$ cat src/rtl/dmem_arbiter_if.sv
// Bus bundle between the two requesters, the arbiter and the data memory.
// master = requester/memory side, slave = arbiter side.
interface dmem_arbiter_if #(
    parameter int AW = 64,
    parameter int DW = 64
);
    logic          req0, req1;
    logic          we0, we1;
    logic [AW-1:0] addr0, addr1;
    logic [DW-1:0] wdata0, wdata1;
    logic          ack0, ack1;
    logic          err0, err1;
    logic [DW-1:0] rdata;
    logic [AW-1:0] mem_addr;
    logic [DW-1:0] mem_wdata;
    logic          mem_wr, mem_rd;
    logic [DW-1:0] mem_rdata;

    modport master (
        output req0, req1, we0, we1, addr0, addr1, wdata0, wdata1, mem_rdata,
        input  ack0, ack1, err0, err1, rdata, mem_addr, mem_wdata, mem_wr, mem_rd
    );

    modport slave (
        input  req0, req1, we0, we1, addr0, addr1, wdata0, wdata1, mem_rdata,
        output ack0, ack1, err0, err1, rdata, mem_addr, mem_wdata, mem_wr, mem_rd
    );
endinterface

$ cat src/rtl/dmem_arbiter.sv
// Round-robin two-port sequencer for the data memory: IDLE -> SERVE -> DONE.
// Optional address rejection is enabled with `define DMEM_ARB_ERR_CHECK_EN.
module dmem_arbiter #(
    parameter int MEM_BYTES = 400,
    parameter int AW        = 64,
    parameter int DW        = 64
) (
    input  logic           clk,
    input  logic           rst,
    dmem_arbiter_if.slave  bus
);
    typedef enum logic [1:0] {IDLE, SERVE, DONE} state_t;

    state_t        state, state_nx;
    logic          last_gnt, gnt, we_q, rej_q;
    logic [AW-1:0] addr_q;
    logic [DW-1:0] wdata_q, rdata_q;

    logic          win0, win1, win_we, win_rej;
    logic [AW-1:0] win_addr;
    logic [DW-1:0] win_wdata;

    // On a tie the port that did not win last time gets the grant.
    assign win0      = bus.req0 & (~bus.req1 | last_gnt);
    assign win1      = bus.req1 & (~bus.req0 | ~last_gnt);
    assign win_addr  = win1 ? bus.addr1  : bus.addr0;
    assign win_wdata = win1 ? bus.wdata1 : bus.wdata0;
    assign win_we    = win1 ? bus.we1    : bus.we0;

`ifdef DMEM_ARB_ERR_CHECK_EN
    localparam logic [AW:0] LAST_BYTE = (AW+1)'(MEM_BYTES - 1);
    logic [AW:0] win_end;
    // One extra bit keeps the end-of-word sum from wrapping.
    assign win_end = {1'b0, win_addr} + (AW+1)'(7);
    assign win_rej = (win_addr[17:16] == 2'd3) |
                     ((win_addr[17:16] == 2'd0) & (win_end > LAST_BYTE));
`else
    logic unused_cfg;
    assign unused_cfg = (MEM_BYTES == 0);
    assign win_rej    = 1'b0;
`endif

    always_ff @(posedge clk or posedge rst) begin
        if (rst) state <= IDLE;
        else     state <= state_nx;
    end

    always_comb begin
        state_nx = IDLE;
        case (state)
            IDLE:    state_nx = (win0 | win1) ? SERVE : IDLE;
            SERVE:   state_nx = DONE;
            DONE:    state_nx = IDLE;
            default: state_nx = IDLE;
        endcase
    end

    always_ff @(posedge clk or posedge rst) begin
        if (rst) begin
            last_gnt <= 1'b1;
            gnt      <= 1'b0;
            we_q     <= 1'b0;
            rej_q    <= 1'b0;
            addr_q   <= '0;
            wdata_q  <= '0;
            rdata_q  <= '0;
        end else begin
            if (state == IDLE && (win0 | win1)) begin
                last_gnt <= win1;
                gnt      <= win1;
                we_q     <= win_we;
                rej_q    <= win_rej;
                addr_q   <= win_addr;
                wdata_q  <= win_wdata;
            end
            // Stores leave rdata alone; rejected accesses report zero.
            if (state == SERVE) begin
                if (rej_q)      rdata_q <= '0;
                else if (!we_q) rdata_q <= bus.mem_rdata;
            end
        end
    end

    always_comb begin
        bus.mem_wr = 1'b0;
        bus.mem_rd = 1'b0;
        bus.ack0   = 1'b0;
        bus.ack1   = 1'b0;
        bus.err0   = 1'b0;
        bus.err1   = 1'b0;
        case (state)
            SERVE: begin
                bus.mem_wr = we_q & ~rej_q;
                bus.mem_rd = ~we_q & ~rej_q;
            end
            DONE: begin
                bus.ack0 = ~gnt;
                bus.ack1 = gnt;
                bus.err0 = ~gnt & rej_q;
                bus.err1 = gnt & rej_q;
            end
            default: ;
        endcase
    end

    assign bus.mem_addr  = addr_q;
    assign bus.mem_wdata = wdata_q;
    assign bus.rdata     = rdata_q;
endmodule

$ cat src/flat_wrapper.sv
// flat-port wrapper written by rule: the top's interface ports become plain ports
module dmem_arbiter_flat 
#(
    parameter int MEM_BYTES = 400,
    parameter int AW        = 64,
    parameter int DW        = 64
)
  (clk, rst, bus_req0, bus_req1, bus_we0, bus_we1, bus_addr0, bus_addr1, bus_wdata0, bus_wdata1, bus_mem_rdata, bus_ack0, bus_ack1, bus_err0, bus_err1, bus_rdata, bus_mem_addr, bus_mem_wdata, bus_mem_wr, bus_mem_rd);
  dmem_arbiter_if #(.AW(AW), .DW(DW)) bus_i ();
  input  logic clk;
  input  logic rst;
  input wire logic [$bits(bus_i.req0)-1:0] bus_req0;
  input wire logic [$bits(bus_i.req1)-1:0] bus_req1;
  input wire logic [$bits(bus_i.we0)-1:0] bus_we0;
  input wire logic [$bits(bus_i.we1)-1:0] bus_we1;
  input wire logic [$bits(bus_i.addr0)-1:0] bus_addr0;
  input wire logic [$bits(bus_i.addr1)-1:0] bus_addr1;
  input wire logic [$bits(bus_i.wdata0)-1:0] bus_wdata0;
  input wire logic [$bits(bus_i.wdata1)-1:0] bus_wdata1;
  input wire logic [$bits(bus_i.mem_rdata)-1:0] bus_mem_rdata;
  output wire logic [$bits(bus_i.ack0)-1:0] bus_ack0;
  output wire logic [$bits(bus_i.ack1)-1:0] bus_ack1;
  output wire logic [$bits(bus_i.err0)-1:0] bus_err0;
  output wire logic [$bits(bus_i.err1)-1:0] bus_err1;
  output wire logic [$bits(bus_i.rdata)-1:0] bus_rdata;
  output wire logic [$bits(bus_i.mem_addr)-1:0] bus_mem_addr;
  output wire logic [$bits(bus_i.mem_wdata)-1:0] bus_mem_wdata;
  output wire logic [$bits(bus_i.mem_wr)-1:0] bus_mem_wr;
  output wire logic [$bits(bus_i.mem_rd)-1:0] bus_mem_rd;
  assign bus_i.req0 = bus_req0;
  assign bus_i.req1 = bus_req1;
  assign bus_i.we0 = bus_we0;
  assign bus_i.we1 = bus_we1;
  assign bus_i.addr0 = bus_addr0;
  assign bus_i.addr1 = bus_addr1;
  assign bus_i.wdata0 = bus_wdata0;
  assign bus_i.wdata1 = bus_wdata1;
  assign bus_i.mem_rdata = bus_mem_rdata;
  assign bus_ack0 = bus_i.ack0;
  assign bus_ack1 = bus_i.ack1;
  assign bus_err0 = bus_i.err0;
  assign bus_err1 = bus_i.err1;
  assign bus_rdata = bus_i.rdata;
  assign bus_mem_addr = bus_i.mem_addr;
  assign bus_mem_wdata = bus_i.mem_wdata;
  assign bus_mem_wr = bus_i.mem_wr;
  assign bus_mem_rd = bus_i.mem_rd;
  dmem_arbiter #(.MEM_BYTES(MEM_BYTES), .AW(AW), .DW(DW)) u_core (.clk(clk), .rst(rst), .bus(bus_i));
endmodule
$ cat config.mk
export PLATFORM = sky130hd
export DESIGN_NAME = dmem_arbiter_flat
export DESIGN_NICKNAME = d
export VERILOG_FILES = /design/src/rtl/dmem_arbiter_if.sv /design/src/rtl/dmem_arbiter.sv /design/src/flat_wrapper.sv
export SDC_FILE = /design/constraint.sdc
export NUM_CORES = 1
export LEC_CHECK = 0
export CORE_AREA = 2 2 204 206
export DETAILED_ROUTE_END_ITERATION = 10
export DIE_AREA = 0 0 206 208
export GPL_ROUTABILITY_DRIVEN = 0
export GPL_TIMING_DRIVEN = 0
export SYNTH_ARGS = -nofsm -noshare
export SYNTH_HDL_FRONTEND = slang
export SYNTH_SLANG_ARGS = --single-unit
$ cat constraint.sdc
create_clock -name clk -period 6.1 [get_ports clk]
set_input_delay 0.61 -clock clk [delete_from_list [all_inputs] [get_ports clk]]
set_output_delay 0.61 -clock clk [all_outputs]
set_load 0.02 [all_outputs]
==> images/clock_map.png <==
Scale bar: 50 um.
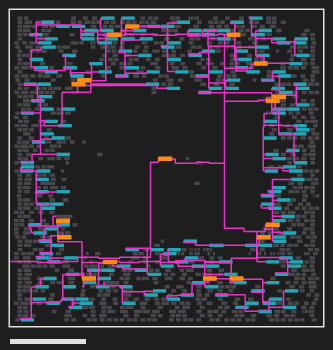
[flip-flops] cyan | count: 197
[cells driving clock nets] orange | count: 17
[clock wires] magenta | length: 3040 um
routed clock nets	18
clk_skew: 0.0165 ns
clk_lat worst skew: 0.47 ns

==> images/registers.png <==
Scale bar: 50 um. Other sequential cells in the stronger gray, the rest of the logic in the fainter gray.
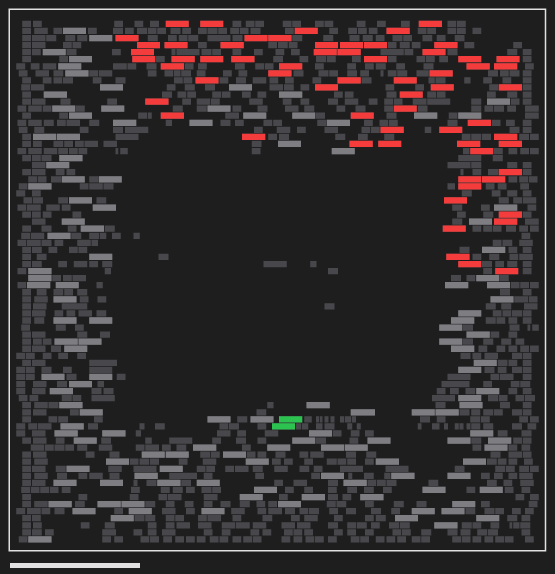
signal	color	placed flops
u_core.state	green	2
u_core.bus.rdata	red	64
sequential power: 2340 uW
Seq/total area: 31.1%
post-route core utilization: 39.1%
FF/Latch Area: 4930 um2

==> flow_metrics.tcl <==
# metrics dict for downstream scripts
set metrics [dict create \
    outcome "finished, final reports clean" \
    wl_met3_um 2960 \
    combPwrFrac_pct 54.6 \
    wl_um 30900 \
    fa_ha_area_share_pct 0 \
    place_area_um2 15200 \
    dp.cells 1626 \
    area_leaders "dfrtp_1, mux2_2, mux2_4, buf_4, buf_6" \
    hold_viol 0 \
    synth_top_flop_cell "dfrtp_1" \
    path_cells "nor2b_1, nor2b_1, buf_4, buf_4, clkdlybuf4s50_1" \
    dr.pass1.iters 4 \
    power_frac_clock_pct 15.3 \
    grt_pass1_vias 7296 \
    num_vias 6730 \
    ys_chip_area_um2 9320 \
    die_x_um 206 \
    whs_ns 0.506 \
    lay_top_count "clkdlybuf4s50_1" \
    power-top-group "combinational cells" \
    cts_buffers 17 \
    dp_slack_ns 3.12 \
    fin_crit_ns 3.29 \
    r2r_cells 5 \
    common_cells "mux2_2, dfrtp_1, mux2_4" \
    worst-setup-path-type "reg2out" \
    ys_cells 571 \
    setup_ws_ns 2.81 \
    ant_nets 0 \
    gr-usage-met3_pct 5.95 \
    cp_top_family "buffers and inverters" \
    syn_avg_cell_area_um2 16.3 \
    layout.non_clock_buffers 560 \
    ys_sh_xor_pct 0 \
    simple_gate_share_pct 0.403 \
    yosysTopAreaCell "dfrtp_1" \
    yosysTopAreaCellShare_pct 52.6 \
    area_growth_pct 70.0 \
    avgRoutedWirePerCell_um 18.6 \
    wl_met2_um 15700 \
    worstHoldPathType "reg2reg" \
    synth_area_um2 9320 \
    die_area_um2 42800 \
    cts_setup_buffers 0 \
    critical_path_required_ns 5.49 \
    fin_tns_setup_ns 0 \
    critPathCaptureType "output pin" \
    clockBufferCount 21 \
    fmax_ghz 0.304 \
    p_sw_share_pct 36.0 \
    top_layer "met4" \
    htree_levels 4 \
    max-vdd-ir-drop_v 0.000206 \
    core_area_um2 40600 \
    power_clock_uw 1200 \
    grtUsageMet2_pct 25.4 \
    clock_sinks 197 \
    synth_warnings 0 \
    antenna_found_initial 0 \
    slowest_delay_ns 0.62 \
    path_depth 5 \
    final_max_slew_viol_count 0 \
    synth-edff-count 0 \
    synthArstFlopShare_pct 100 \
    clockBufferDepth 2 \
    path_buffers 3 \
    comb_area_um2 4080 \
    hp-start "u_core.bus.rdata[6]" \
    power_density_nw_per_um2 492 \
    n_fill_cell 3933 \
    cts_resized 0 \
    finalPower_uw 7790 \
    most_common_cell "mux2_2" \
    dp_hpwl_um 24300 \
    internal_power_uw 4990 \
    rsz0062_at_grt "no" \
    synth_flops 197 \
    worstPathArrival_ns 2.68 \
    synth_cells 571 \
    tritoncts "yes" \
    layout-drive-gt1-share_pct 34.9 \
    place.port_buffers 521 \
    pg_comb_uw 4260 \
    n_all_inverters 2 \
    hold_depth 1 \
    comb_area_share_pct 25.8 \
    synthTopLogicFamily "multiplexers" \
    buf_share_pct 35.0 \
    yosys.cell_types.count 18 \
    largest_class "buffers" \
    worstMarginPinSlew_ns 0.757 \
    hold-path-endpoint "u_core.bus.rdata[6]" \
    die_h_um 208 \
    ctsHoldBuffers 0 \
    start_kind "flop" \
    crit_path_end "bus_mem_rd" \
    io_pins 524 \
    cts_root_buf "clkbuf_16" \
    global_route.peak_usage_layer "met2" \
    comb_cells 335 \
    fp-utilization_pct 23.0 \
    final_area_um2 15800 \
    wl_met1_um 11800 \
    synth.cellmix.compoundShare_pct 0.403 \
    ys_seq_share_pct 52.9 \
    crit_fanout 10 \
    warning_count 28 \
    grt_max_degree 101 \
    drc 0 \
    grt_pass1_wl_um 45300 \
    first_iter_violations 175 \
    rrSetupSlack_ns 4.03 \
]
==> images/final_placement.png <==
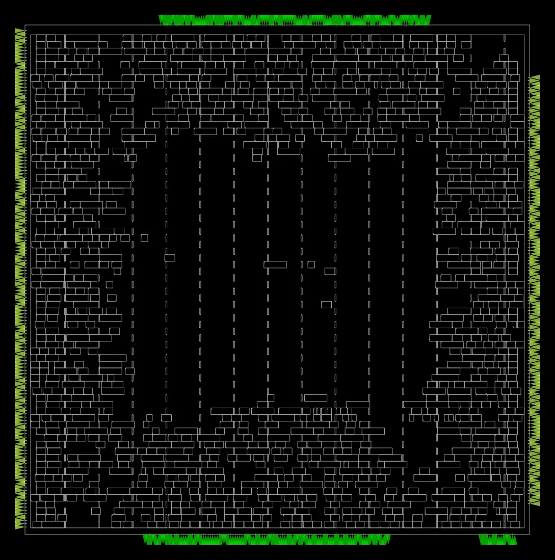
seq_cells: 197
final cell count without fillers: 1658
Tap Cells: 532
# rows: 74

==> images/wire_density.png <==
The die is cut into 21 by 21 equal tiles; dark blue is low, red is high, scaled to the fullest tile. Values are wire area over tile area, all layers added.
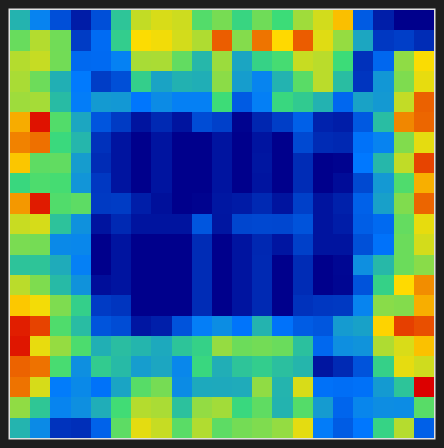
emptiest ninth of the die	middle
nearly empty tiles	11%
tiles over half the peak	32%

Power is estimated from default activity; no workload was simulated.
